`config.mk`:
```
export PLATFORM = sky130hd
export DESIGN_NAME = frame_reader
export DESIGN_NICKNAME = d
export VERILOG_FILES = /design/src/rtl/julia_pkg.sv /design/src/rtl/sync_fifo.sv /design/src/rtl/frame_reader.sv
export SDC_FILE = /design/constraint.sdc
export NUM_CORES = 1
export LEC_CHECK = 0
export CAP_MARGIN = 30
export CORE_UTILIZATION = 30
export DETAILED_ROUTE_END_ITERATION = 6
export PLACE_DENSITY = 0.55
export REMOVE_ABC_BUFFERS = 1
export SYNTH_ARGS = -nofsm -noshare
export SYNTH_HDL_FRONTEND = slang
export SYNTH_SLANG_ARGS = --single-unit
```
`constraint.sdc`:
```
create_clock -name clk -period 5.62 [get_ports clk]
set_clock_uncertainty 0.2 [all_clocks]
set_input_delay 0.843 -clock clk [delete_from_list [all_inputs] [get_ports clk]]
set_output_delay 0.843 -clock clk [all_outputs]
set_load 0.005 [all_outputs]
```
`src/rtl/julia_pkg.sv`:
```
// Shared types and constants for the Julia renderer's frame path.
package julia_pkg;
    localparam int H_RES_DEF       = 640;
    localparam int V_RES_DEF       = 480;
    localparam int PIXEL_W         = 32;
    localparam int ADDR_W          = 32;
    localparam int BYTES_PER_PIXEL = 4;

    typedef logic [PIXEL_W-1:0] pixel_t;
    typedef logic [ADDR_W-1:0]  addr_t;

    typedef enum logic [1:0] {IDLE, FETCH, DRAIN, DONE} frame_rd_state_t;
endpackage

```
`src/rtl/sync_fifo.sv`:
```
// Synchronous first-word-fall-through FIFO with occupancy count; DEPTH must be a power of two.
module sync_fifo #(
    parameter int WIDTH = 32,
    parameter int DEPTH = 16
) (
    input  logic                     clk,
    input  logic                     rst,
    input  logic                     wr_en,
    input  logic [WIDTH-1:0]         wr_data,
    input  logic                     rd_en,
    output logic [WIDTH-1:0]         rd_data,
    output logic [$clog2(DEPTH):0]   count,
    output logic                     empty
);
    localparam int AW = $clog2(DEPTH);

    logic [WIDTH-1:0] mem_q [DEPTH];
    logic [AW-1:0]    wr_ptr_q, wr_ptr_d;
    logic [AW-1:0]    rd_ptr_q, rd_ptr_d;
    logic [AW:0]      count_q, count_d;
    logic             do_wr, do_rd;

    always_comb begin
        do_wr    = wr_en && (count_q != (AW+1)'(DEPTH));
        do_rd    = rd_en && (count_q != '0);
        wr_ptr_d = wr_ptr_q + AW'(do_wr);
        rd_ptr_d = rd_ptr_q + AW'(do_rd);
        count_d  = count_q + (AW+1)'(do_wr) - (AW+1)'(do_rd);
    end

    always_ff @(posedge clk) begin
        if (rst) begin
            wr_ptr_q <= '0;
            rd_ptr_q <= '0;
            count_q  <= '0;
        end else begin
            wr_ptr_q <= wr_ptr_d;
            rd_ptr_q <= rd_ptr_d;
            count_q  <= count_d;
        end
    end

    // Storage carries data only, so it is left out of reset.
    always_ff @(posedge clk) begin
        if (do_wr) mem_q[wr_ptr_q] <= wr_data;
    end

    assign rd_data = mem_q[rd_ptr_q];
    assign count   = count_q;
    assign empty   = (count_q == '0);
endmodule

```
`src/rtl/frame_reader.sv`:
```
// Avalon-MM read master streaming one rendered frame in raster order to scan-out.
// FRAME_READER_CONTINUOUS_EN: when defined, frames are re-fetched back to back after one start.
module frame_reader
    import julia_pkg::*;
#(
    parameter int    H_RES      = H_RES_DEF,
    parameter int    V_RES      = V_RES_DEF,
    parameter addr_t BASE_ADDR  = 32'h0000_0000,
    parameter int    FIFO_DEPTH = 16
) (
    input  logic        clk,
    input  logic        rst,
    input  logic        start,
    output logic [31:0] rd_addr,
    output logic        rd_enable,
    input  logic        wait_request,
    input  logic [31:0] rd_data,
    input  logic        rd_data_valid,
    output logic [31:0] pix_data,
    output logic        pix_valid,
    input  logic        pix_ready,
    output logic        pix_sof,
    output logic        pix_eol,
    output logic        busy,
    output logic        frame_done
);
    localparam int          CW      = $clog2(FIFO_DEPTH) + 1;
    localparam logic [31:0] TOTAL   = 32'(H_RES * V_RES);
    localparam logic [31:0] H_LAST  = 32'(H_RES - 1);
    localparam logic [31:0] V_LAST  = 32'(V_RES - 1);
    localparam logic [CW:0] DEPTH_W = (CW+1)'(FIFO_DEPTH);

    frame_rd_state_t state_q, state_d;
    addr_t           rd_addr_q, rd_addr_d;
    logic            rd_en_q, rd_en_d;
    logic [31:0]     acc_q, acc_d;
    logic [CW-1:0]   out_q, out_d;
    logic [31:0]     x_q, x_d, y_q, y_d;
    logic            busy_q, busy_d;
    logic            done_q, done_d;

    logic [CW-1:0]   fifo_count;
    logic            fifo_empty;
    pixel_t          fifo_data;
    logic            accept, push, pop, last_pix;
    logic [CW:0]     fifo_next, credit_next;

    assign accept   = rd_en_q && !wait_request;
    assign push     = rd_data_valid && (out_q != '0);
    assign pop      = !fifo_empty && pix_ready;
    assign last_pix = busy_q && pop && (x_q == H_LAST) && (y_q == V_LAST);

    always_comb begin
        state_d   = state_q;
        rd_addr_d = rd_addr_q;
        rd_en_d   = rd_en_q;
        acc_d     = acc_q;
        x_d       = x_q;
        y_d       = y_q;
        busy_d    = busy_q;
        done_d    = 1'b0;
        out_d     = out_q + CW'(accept) - CW'(push);
        if (accept) begin
            rd_addr_d = rd_addr_q + ADDR_W'(BYTES_PER_PIXEL);
            acc_d     = acc_q + 32'd1;
        end
        if (pop) begin
            if (x_q == H_LAST) begin
                x_d = '0;
                y_d = y_q + 32'd1;
            end else begin
                x_d = x_q + 32'd1;
            end
        end
        // Credit looks at next-cycle occupancy so a request raised now always has a FIFO slot.
        fifo_next   = {1'b0, fifo_count} + (CW+1)'(push) - (CW+1)'(pop);
        credit_next = {1'b0, out_d} + fifo_next;
        case (state_q)
            IDLE: begin
                if (start) begin
                    state_d   = FETCH;
                    rd_addr_d = BASE_ADDR;
                    rd_en_d   = 1'b1;
                    acc_d     = '0;
                    out_d     = '0;
                    x_d       = '0;
                    y_d       = '0;
                    busy_d    = 1'b1;
                end
            end
            FETCH: begin
                if (acc_d == TOTAL) begin
                    state_d = DRAIN;
                    rd_en_d = 1'b0;
                end else if (!(rd_en_q && wait_request)) begin
                    rd_en_d = (credit_next < DEPTH_W);
                end
            end
            DRAIN: begin
                if (last_pix) begin
                    state_d = DONE;
                    done_d  = 1'b1;
`ifdef FRAME_READER_CONTINUOUS_EN
                    busy_d  = 1'b1;
`else
                    busy_d  = 1'b0;
`endif
                end
            end
            DONE: begin
                x_d = '0;
                y_d = '0;
`ifdef FRAME_READER_CONTINUOUS_EN
                state_d   = FETCH;
                rd_addr_d = BASE_ADDR;
                rd_en_d   = 1'b1;
                acc_d     = '0;
`else
                state_d   = IDLE;
`endif
            end
            default: state_d = IDLE;
        endcase
    end

    always_ff @(posedge clk) begin
        if (rst) begin
            state_q   <= IDLE;
            rd_addr_q <= BASE_ADDR;
            rd_en_q   <= 1'b0;
            acc_q     <= '0;
            out_q     <= '0;
            x_q       <= '0;
            y_q       <= '0;
            busy_q    <= 1'b0;
            done_q    <= 1'b0;
        end else begin
            state_q   <= state_d;
            rd_addr_q <= rd_addr_d;
            rd_en_q   <= rd_en_d;
            acc_q     <= acc_d;
            out_q     <= out_d;
            x_q       <= x_d;
            y_q       <= y_d;
            busy_q    <= busy_d;
            done_q    <= done_d;
        end
    end

    sync_fifo #(
        .WIDTH (PIXEL_W),
        .DEPTH (FIFO_DEPTH)
    ) u_pix_fifo (
        .clk     (clk),
        .rst     (rst),
        .wr_en   (push),
        .wr_data (rd_data),
        .rd_en   (pop),
        .rd_data (fifo_data),
        .count   (fifo_count),
        .empty   (fifo_empty)
    );

    assign rd_addr    = rd_addr_q;
    assign rd_enable  = rd_en_q;
    assign busy       = busy_q;
    assign frame_done = done_q;
    assign pix_valid  = !fifo_empty;
    assign pix_data   = fifo_data;
    assign pix_sof    = !fifo_empty && (x_q == '0) && (y_q == '0);
    assign pix_eol    = !fifo_empty && (x_q == H_LAST);
endmodule
```
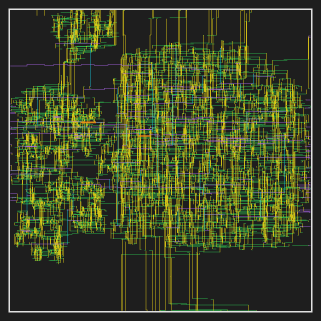
run_1/wires.png
(1 px per um)
[metal 2] yellow | wire length: 29.5 mm
[metal 5] orange | wire length: 23.9 um
[metal 4] cyan | wire length: 939 um
[metal 3] purple | wire length: 2,940 um
[metal 1] green | wire length: 26.4 mm

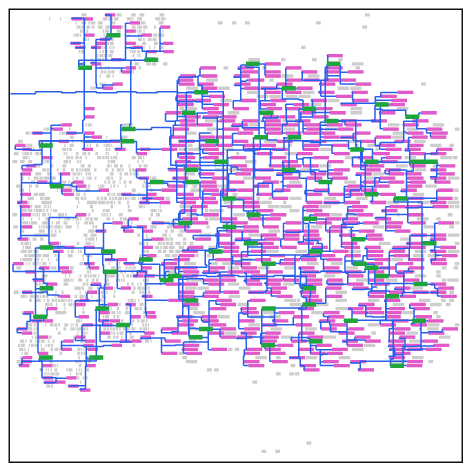
run_1/clk_routes.png
(1.5 px per um)
[clock drivers] green | count: 71
[clock wires] blue | length: 8,030 um
[flip-flops] magenta | count: 661
routed clock nets: 72

==> reports/qor.csv, run 1 <==
metric;value;unit
xor/xnor cell area share of the yosys netlist;0.0398;
number of nets with antenna violations after detailed routing;0;
top cell types by occurrence after synthesis;edfxtp_1, nor2_1, mux4_2;
number of fillers in the final layout;8276;
H-tree levels;3;
Max stage delay on crit path;670;ps
total count of hold-check failures in the final report;0;
top cell family by delay on the critical path;multiplexers;
share of power burned in combinational logic;0.216;
Site Rows;109;
met1 track demand over resource;0.175;
number of buffer and inverter stages on the critical path;2;
Total Neg Setup Slack;0;ps
sequential area share after synthesis;0.684;
router iterations before antenna repair;7;
clock share of power;0.345;
part of the total power dissipated in sequential elements;0.439;
Leading power group;registers;
FFs w/ async S/R, synth;0;
portion of netlist area occupied by mux cells;0.136;
post-synthesis chip area from yosys;0.0268;mm^2
post-synthesis adder-cell area fraction;0.0173;
wire length of the first global-routing pass;91400;um
Core Footprint;0.0885;mm^2
root buf cell;clkbuf_16;
drt total wl;59800;um
power per standard cell area;402;mW/mm^2
count of multi-input gates;872;
number of max-slew violations in the final report;0;
placed insts;2874;
biggest combinational cell group after synthesis;multiplexers;
Crit path arrival time;3370;ps
most frequent cells in the layout;edfxtp_1, mux4_2, nor2_1;
number of buffers added to fix hold violations after cts;0;
Chip Width;301;um
cell mode on critical path;mux4_2;
Flop Count;661;
total half-perimeter wirelength after legalization and detailed placement;36700;um
most instantiated library cell after synthesis;edfxtp_1;
Global Route met2 Usage;0.222;
count of endpoints failing setup in the final report;0;
share of synthesized cell area in and, or, nand and nor gates;0.0873;
share of the clock period used by the worst path after layout;0.785;
sequential group power;5580;uW
number of cells in Yosys stat;1645;
number of enable-type register cells in the synthesized netlist;512;
beginning of the worst register-to-register path;out_q[2];
timing-limited maximum frequency;0.227;GHz
flip-flop count of the largest register after layout;512;
Post-CTS Setup Repair Bufs;0;
max-capacitance violation count;0;
worst rel slew slack;0.406;
outcome;finished with violations;
highest metal layer with signal wires;met5;
number of nets in the final layout;1857;
total routing resource utilization after global routing;0.132;
Largest type area fraction;0.573;
Cells after Synth;1645;
worst hold path type;reg -> reg;
Final Wtd Congestion;0.755;
worst setup slack after placement;956;ps
final instance area;0.0317;mm^2
Most flops, register;u_pix_fifo.mem_q;
fraction of area in multi-input gates;0.257;
Most Used Layer, Global Route;met2;
startpoint type of the worst setup path;flip-flop;
DP Area;0.0295;mm^2
clock tree from TritonCTS;yes;
amount of wire on met2 after detailed routing;29500;um
Die Y-Extent;301;um
number of stages on the worst hold path;2;
dominant logic cell type in the layout;edfxtp_1;
Pint;9380;uW
Crit Path Category;reg -> out;
final standard cell count with taps included and fillers excluded;3003;
Clk power;4400;uW
vias after detailed routing;14500;
cell area after technology mapping;0.0268;mm^2
register area;0.0184;mm^2
synth warn;0;
clock transition at the register clock pins on the worst setup and hold paths after CTS;60;ps
layout cell share with drive strength beyond 1;0.179;
peak fanout along the critical path;40;
unrepaired setup endpoints after global routing;no;
endpoint of the worst setup timing path;pix_data[21];
cells taking the most area after synthesis;edfxtp_1, mux4_2, dfxtp_1, xor2_1, nor2_1;
Ports;108;
post-route total power;12700;uW
worst ir drop on vdd;0.260;mV
share of the core filled with cells in the final layout;0.358;
largest contributor to cell area by class;registers;
data required time at the worst endpoint;4580;ps
Final non-clock buffer share;0.0430;
number of antenna violations at the first check in global routing;2;
reported combinational group power;2740;uW
predominant post-synthesis flop cell;edfxtp_1;
yosys aoi share;0.0188;
synthesis-to-finish area growth;18.1;%
fraction of area in registers;0.580;
HP Start;y_q[31];
mean post-synth cell area;16.3;um^2
net switching fraction of the power;0.263;
total number of tap cells;1165;
fraction of area in clock buffers and inverters;0.0690;
Post-route DRC;16;
cell chain of the critical path;buf_4, mux4_2, mux4_2, clkdlybuf4s50_1;
DRT iter0 DRCs;848;
number of distinct library cells after synthesis;60;
non-clock inverter instance count of the final layout;40;
routed wirelength normalized by instance count;19.9;um
clk latency late pin;600;ps
antenna diode count;1;
depth of the critical timing path with buffers and inverters included;4;
Tightest Pin Transition;884;ps
count of state elements after synthesis;661;
non-clock buffer total of the final layout;137;
total die size;0.0906;mm^2
worst-case clock buffer depth;3;
violated checks;design-rule violations;
power dissipated by switching net loads;3340;uW
FF-to-FF setup slack;1370;ps
cell taking the most area after synthesis;edfxtp_1;
endpoint of the most critical register-to-register path;rd_enable;
met3 capacity usage during global routing;0.0288;
Worst setup EP type;output pin;
worst reg2reg path depth;21;
port buffer count;105;
vias per cell;4.83;
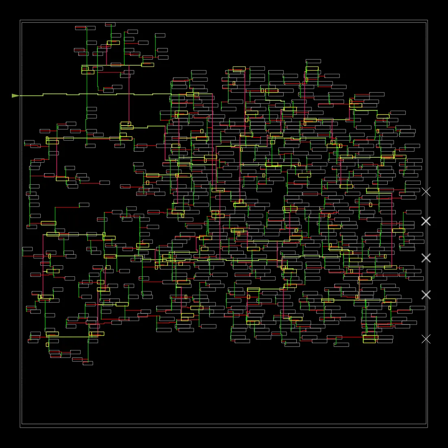
run_1/clocks.png
Inserted Clock Buffers: 71
sinks on the clock net: 661
clock buffers: 92

run_1/layer_met3.png
(1.5 px per um)
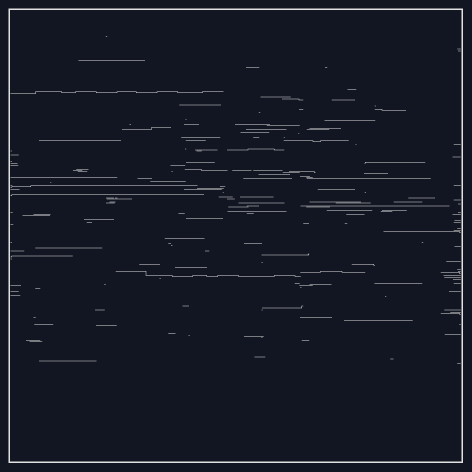

==> run 1 -> run 2 <==
PLACE_DENSITY = 0.57   (was 0.55)
clock period = 3.7 ns   (was 5.62 ns; I/O delays follow)
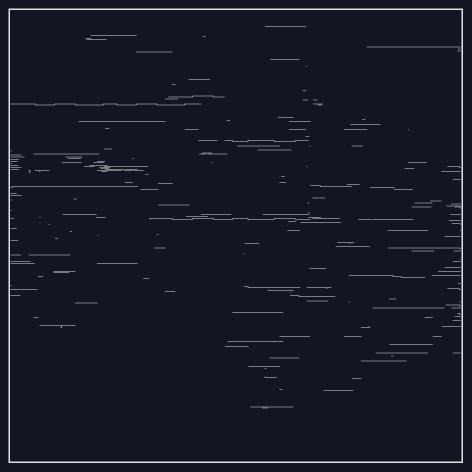
run_2/layer_met3.png
(1.5 px per um)
longest straight run: 83.7 um
main direction: horizontal
share of all routed wire: 4.3%
wire length on this layer: 2,660 um
met3 capacity usage during global routing: 0.0251
drt total wl: 61,600 um

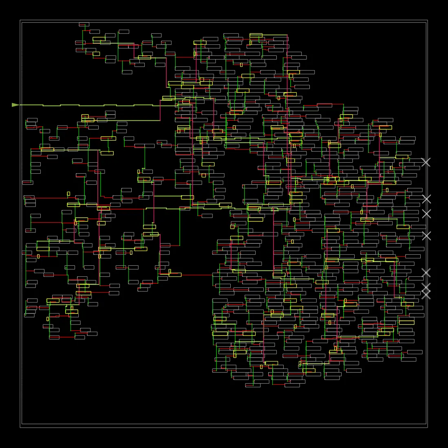
run_2/clocks.png
clock buffers: 100
Inserted Clock Buffers: 73

==> run 2 against run 1 <==
The flow finishes with violations (design-rule violations, negative setup slack). Clock power is 61% higher. First-iteration DRC count is 11% higher. Setup slack worse by 1400 ps. Non-clock buffer count is 85 higher. Sequential power is 51% higher. Sequential share of layout area is 2.4 points lower. Clock-buffer cell count is 8 higher. Hold slack worse by 1.1 ps. Synthesized cell count stayed put. Sequential cell count stayed put. Cell count is 2.9% higher. Largest cell class unchanged.
==> reports/qor.csv, run 2 <==
metric;value;unit;change
outcome;finished with violations;;unchanged
violated checks;design-rule violations, negative setup slack;;was design-rule violations
number of antenna violations at the first check in global routing;2;;unchanged
Core Footprint;0.0885;mm^2;unchanged
number of enable-type register cells in the synthesized netlist;512;;unchanged
timing-limited maximum frequency;0.259;GHz;
FFs w/ async S/R, synth;0;;unchanged
DP Area;0.0300;mm^2;was 0.0295 mm^2
Crit path arrival time;4180;ps;was 3370 ps
worst hold path type;reg -> reg;;unchanged
count of multi-input gates;872;;unchanged
biggest combinational cell group after synthesis;multiplexers;;unchanged
FF-to-FF setup slack;-160;ps;was 1370 ps
DRT iter0 DRCs;945;;was 848
number of max-slew violations in the final report;0;;unchanged
number of distinct library cells after synthesis;60;;unchanged
predominant post-synthesis flop cell;edfxtp_1;;unchanged
total number of tap cells;1165;;unchanged
most frequent cells in the layout;edfxtp_1, mux4_2, nor2_1;;unchanged
Chip Width;301;um;unchanged
share of power burned in combinational logic;0.262;;was 0.216
worst setup slack after placement;-530;ps;was 956 ps
Post-CTS Setup Repair Bufs;32;;was 0
clock transition at the register clock pins on the worst setup and hold paths after CTS;60;ps;about the same
endpoint of the most critical register-to-register path;rd_enable;;unchanged
count of endpoints failing setup in the final report;1;;was 0
H-tree levels;3;;unchanged
number of stages on the worst hold path;2;;unchanged
Worst setup EP type;flip-flop;;was output pin
total half-perimeter wirelength after legalization and detailed placement;35200;um;was 36,700 um
synth warn;0;;unchanged
Pint;15400;uW;was 9380 uW
fraction of area in clock buffers and inverters;0.0710;;was 0.0690
Post-route DRC;14;;was 16
number of cells in Yosys stat;1645;;unchanged
power per standard cell area;636;mW/mm^2;was 402 mW/mm^2
fraction of area in multi-input gates;0.252;;was 0.257
cell taking the most area after synthesis;edfxtp_1;;unchanged
peak fanout along the critical path;3;;was 40
fraction of area in registers;0.556;;was 0.580
Crit Path Category;reg -> reg;;was reg -> out
non-clock buffer total of the final layout;222;;was 137
most instantiated library cell after synthesis;edfxtp_1;;unchanged
root buf cell;clkbuf_16;;unchanged
worst rel slew slack;0.498;;was 0.406
Global Route met2 Usage;0.234;;was 0.222
dominant logic cell type in the layout;edfxtp_1;;unchanged
xor/xnor cell area share of the yosys netlist;0.0398;;unchanged
count of state elements after synthesis;661;;unchanged
share of the clock period used by the worst path after layout;1.04;;
setup slack after layout;-156;ps;was 1210 ps
top cell types by occurrence after synthesis;edfxtp_1, nor2_1, mux4_2;;unchanged
sequential group power;8420;uW;was 5580 uW
number of buffers added to fix hold violations after cts;0;;unchanged
final standard cell count with taps included and fillers excluded;3090;;was 3,003
met1 track demand over resource;0.177;;was 0.175
port buffer count;105;;unchanged
largest contributor to cell area by class;registers;;unchanged
net switching fraction of the power;0.265;;was 0.263
highest metal layer with signal wires;met5;;unchanged
HP Start;x_q[30];;was y_q[31]
clk latency late pin;620;ps;was 600 ps
post-synthesis adder-cell area fraction;0.0173;;unchanged
number of fillers in the final layout;8174;;was 8,276
placed insts;2915;;was 2,874
total die size;0.0906;mm^2;unchanged
cells taking the most area after synthesis;edfxtp_1, mux4_2, dfxtp_1, xor2_1, nor2_1;;unchanged
flip-flop count of the largest register after layout;512;;unchanged
Final non-clock buffer share;0.0729;;was 0.0430
register area;0.0184;mm^2;about the same
Largest type area fraction;0.573;;unchanged
Die Y-Extent;301;um;unchanged
reported combinational group power;5500;uW;was 2740 uW
Ports;108;;unchanged
sinks on the clock net;661;;unchanged
Most flops, register;u_pix_fifo.mem_q;;unchanged
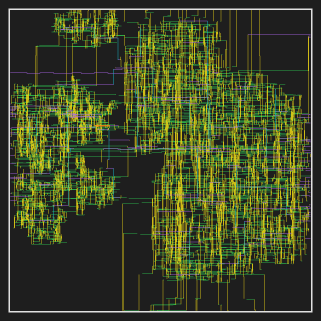
run_2/wires.png
(1 px per um)
[metal 4] cyan | wire length: 985 um
[metal 5] orange | wire length: 13.8 um
[metal 1] green | wire length: 27.1 mm
[metal 3] purple | wire length: 2,660 um
[metal 2] yellow | wire length: 30.9 mm
vias after detailed routing: 14,900
routed wirelength normalized by instance count: 19.9 um
total routing resource utilization after global routing: 0.136

run_2/clk_routes.png
(1.5 px per um)
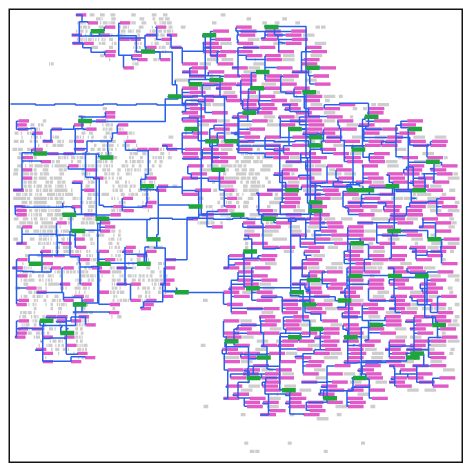

==> run 2 -> run 3 <==
SETUP_SLACK_MARGIN = 0.4   (was default)
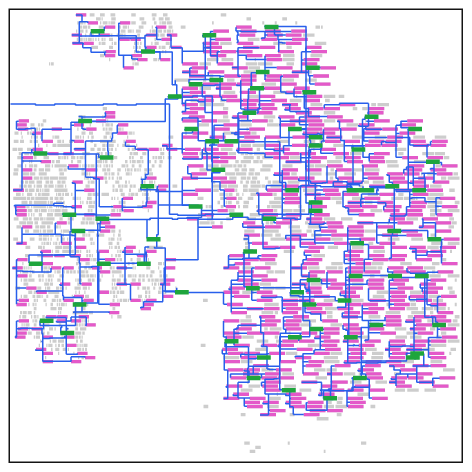
run_3/clk_routes.png
(1.5 px per um)
[flip-flops] magenta | count: 661
[clock drivers] green | count: 73
[clock wires] blue | length: 8,160 um
flops lie: widely spread

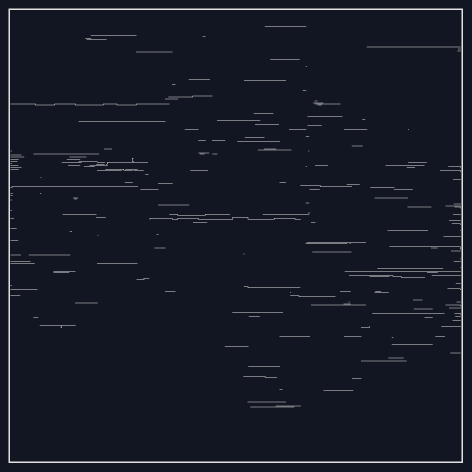
run_3/layer_met3.png
(1.5 px per um)
longest straight run: 83.7 um
main direction: horizontal

==> run 3 against run 2 <==
The flow still finishes with violations (design-rule violations, negative setup slack). Non-clock buffer count rose by 60. Global-route usage up 0.19 points. Hold slack improved by 1.8 ps. Register-to-register slack worse by 40 ps. Critical path type unchanged. Sequential cell count is the same. Sequential share of layout area fell by 1.6 points. Combinational power rose by 18%. Utilization increased by 1.1 points.
==> reports/qor.csv, run 3 <==
metric;value;unit;change
peak fanout along the critical path;3;;unchanged
number of nets with antenna violations after detailed routing;0;;unchanged
dominant logic cell type in the layout;edfxtp_1;;unchanged
predominant post-synthesis flop cell;edfxtp_1;;unchanged
fraction of area in multi-input gates;0.246;;was 0.252
non-clock buffer total of the final layout;282;;was 222
non-clock inverter instance count of the final layout;40;;unchanged
met3 capacity usage during global routing;0.0236;;was 0.0251
share of the clock period used by the worst path after layout;1.05;;was 1.04
Ports;108;;unchanged
depth of the critical timing path with buffers and inverters included;23;;was 24
number of buffers added to fix hold violations after cts;0;;unchanged
timing-limited maximum frequency;0.257;GHz;was 0.259 GHz
root buf cell;clkbuf_16;;unchanged
share of synthesized cell area in and, or, nand and nor gates;0.0873;;unchanged
max-capacitance violation count;0;;unchanged
Chip Width;301;um;unchanged
Post-CTS Setup Repair Bufs;67;;was 32
DRT iter0 DRCs;954;;was 945
Final Wtd Congestion;0.803;;unchanged
Crit Path Category;reg -> reg;;unchanged
largest contributor to cell area by class;registers;;unchanged
endpoint of the worst setup timing path;rd_enable;;unchanged
fraction of area in registers;0.540;;was 0.556
routed wirelength normalized by instance count;19.8;um;was 19.9 um
Inserted Clock Buffers;73;;unchanged
post-synthesis chip area from yosys;0.0268;mm^2;unchanged
placed insts;2915;;unchanged
top cell types by occurrence after synthesis;edfxtp_1, nor2_1, mux4_2;;unchanged
worst ir drop on vdd;0.520;mV;was 0.564 mV
Largest type area fraction;0.573;;unchanged
portion of netlist area occupied by mux cells;0.136;;unchanged
clock share of power;0.322;;was 0.337
Total Neg Setup Slack;-212;ps;was -156 ps
part of the total power dissipated in sequential elements;0.384;;was 0.401
sequential group power;8440;uW;was 8420 uW
final instance area;0.0340;mm^2;was 0.0330 mm^2
cell chain of the critical path;inv_2, buf_6, buf_4, buf_4, buf_4, buf_4, buf_4, buf_4, buf_6, buf_6, buf_6, buf_6, buf_6, ha_4, xor2_2, ha_2, inv_1, ha_1, a21oi_2, o21ai_2, o311ai_1, nand2_1, a311oi_1;;was inv_2, buf_4, buf_4, buf_4, buf_4, buf_4, buf_4, buf_4, buf_4, buf_4, buf_4, buf_4, ha_4, a21oi_4, nor2_2, nor2_2, xnor2_2, ha_1, inv_2, ha_4, xor2_1, o311ai_2, nand2_1, a311oi_1
worst rel slew slack;0.502;;was 0.498
net switching fraction of the power;0.264;;was 0.265
HP Start;y_q[31];;was x_q[30]
number of max-slew violations in the final report;0;;unchanged
setup slack after layout;-197;ps;was -156 ps
drt total wl;62400;um;was 61,600 um
number of antenna violations at the first check in global routing;2;;unchanged
violated checks;design-rule violations, negative setup slack;;unchanged
count of state elements after synthesis;661;;unchanged
number of fillers in the final layout;8115;;was 8,174
share of the core filled with cells in the final layout;0.384;;was 0.373
number of stages on the worst hold path;2;;unchanged
met1 track demand over resource;0.179;;was 0.177
amount of wire on met2 after detailed routing;31500;um;was 30,900 um
count of endpoints failing setup in the final report;2;;was 1
highest metal layer with signal wires;met5;;unchanged
Most flops, register;u_pix_fifo.mem_q;;unchanged
Global Route met2 Usage;0.237;;was 0.234
vias per cell;4.81;;was 4.83
power dissipated by switching net loads;5810;uW;was 5570 uW
share of power burned in combinational logic;0.295;;was 0.262
most instantiated library cell after synthesis;edfxtp_1;;unchanged
top cell family by delay on the critical path;buffers and inverters;;unchanged
number of nets in the final layout;2004;;was 1,944
synth warn;0;;unchanged
Die Y-Extent;301;um;unchanged
clock transition at the register clock pins on the worst setup and hold paths after CTS;60;ps;about the same
outcome;finished with violations;;unchanged
number of buffer and inverter stages on the critical path;14;;was 13
Site Rows;109;;unchanged
fraction of area in clock buffers and inverters;0.0689;;was 0.0710
final standard cell count with taps included and fillers excluded;3151;;was 3,090
total half-perimeter wirelength after legalization and detailed placement;35200;um;unchanged
DP Area;0.0300;mm^2;unchanged
Max stage delay on crit path;330;ps;about the same
H-tree levels;3;;unchanged
port buffer count;105;;unchanged
Most Used Layer, Global Route;met2;;unchanged
clock buffers;100;;unchanged
sinks on the clock net;661;;unchanged
data required time at the worst endpoint;4020;ps;was 4030 ps
endpoint of the most critical register-to-register path;rd_enable;;unchanged
startpoint type of the worst setup path;flip-flop;;unchanged
number of enable-type register cells in the synthesized netlist;512;;unchanged
FFs w/ async S/R, synth;0;;unchanged
total number of tap cells;1165;;unchanged
vias after detailed routing;15100;;was 14,900
Post-route DRC;28;;was 14
reported combinational group power;6480;uW;was 5500 uW
Crit path arrival time;4220;ps;was 4180 ps
Pint;16200;uW;was 15,400 uW
flip-flop count of the largest register after layout;512;;unchanged
sequential area share after synthesis;0.684;;unchanged
Cells after Synth;1645;;unchanged
worst reg2reg path depth;23;;was 24
biggest combinational cell group after synthesis;multiplexers;;unchanged
cell area after technology mapping;0.0268;mm^2;unchanged
register area;0.0184;mm^2;about the same
number of cells in Yosys stat;1645;;unchanged
synthesis-to-finish area growth;26.8;%;was 23.2%
mean post-synth cell area;16.3;um^2;unchanged
layout cell share with drive strength beyond 1;0.274;;was 0.227
most frequent cells in the layout;edfxtp_1, mux4_2, nor2_1;;unchanged
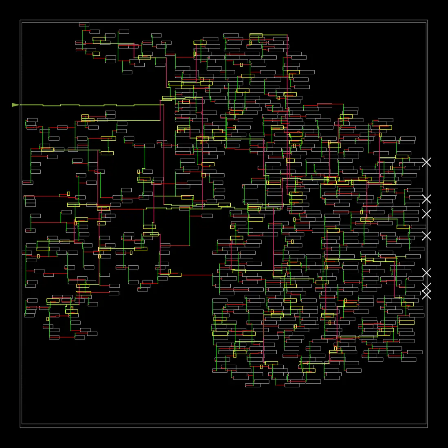
run_3/clocks.png
clk latency late pin: 620 ps
Flop Count: 661
Clk power: 7080 uW

No activity file was given, so power comes from the tool's default toggle rates.
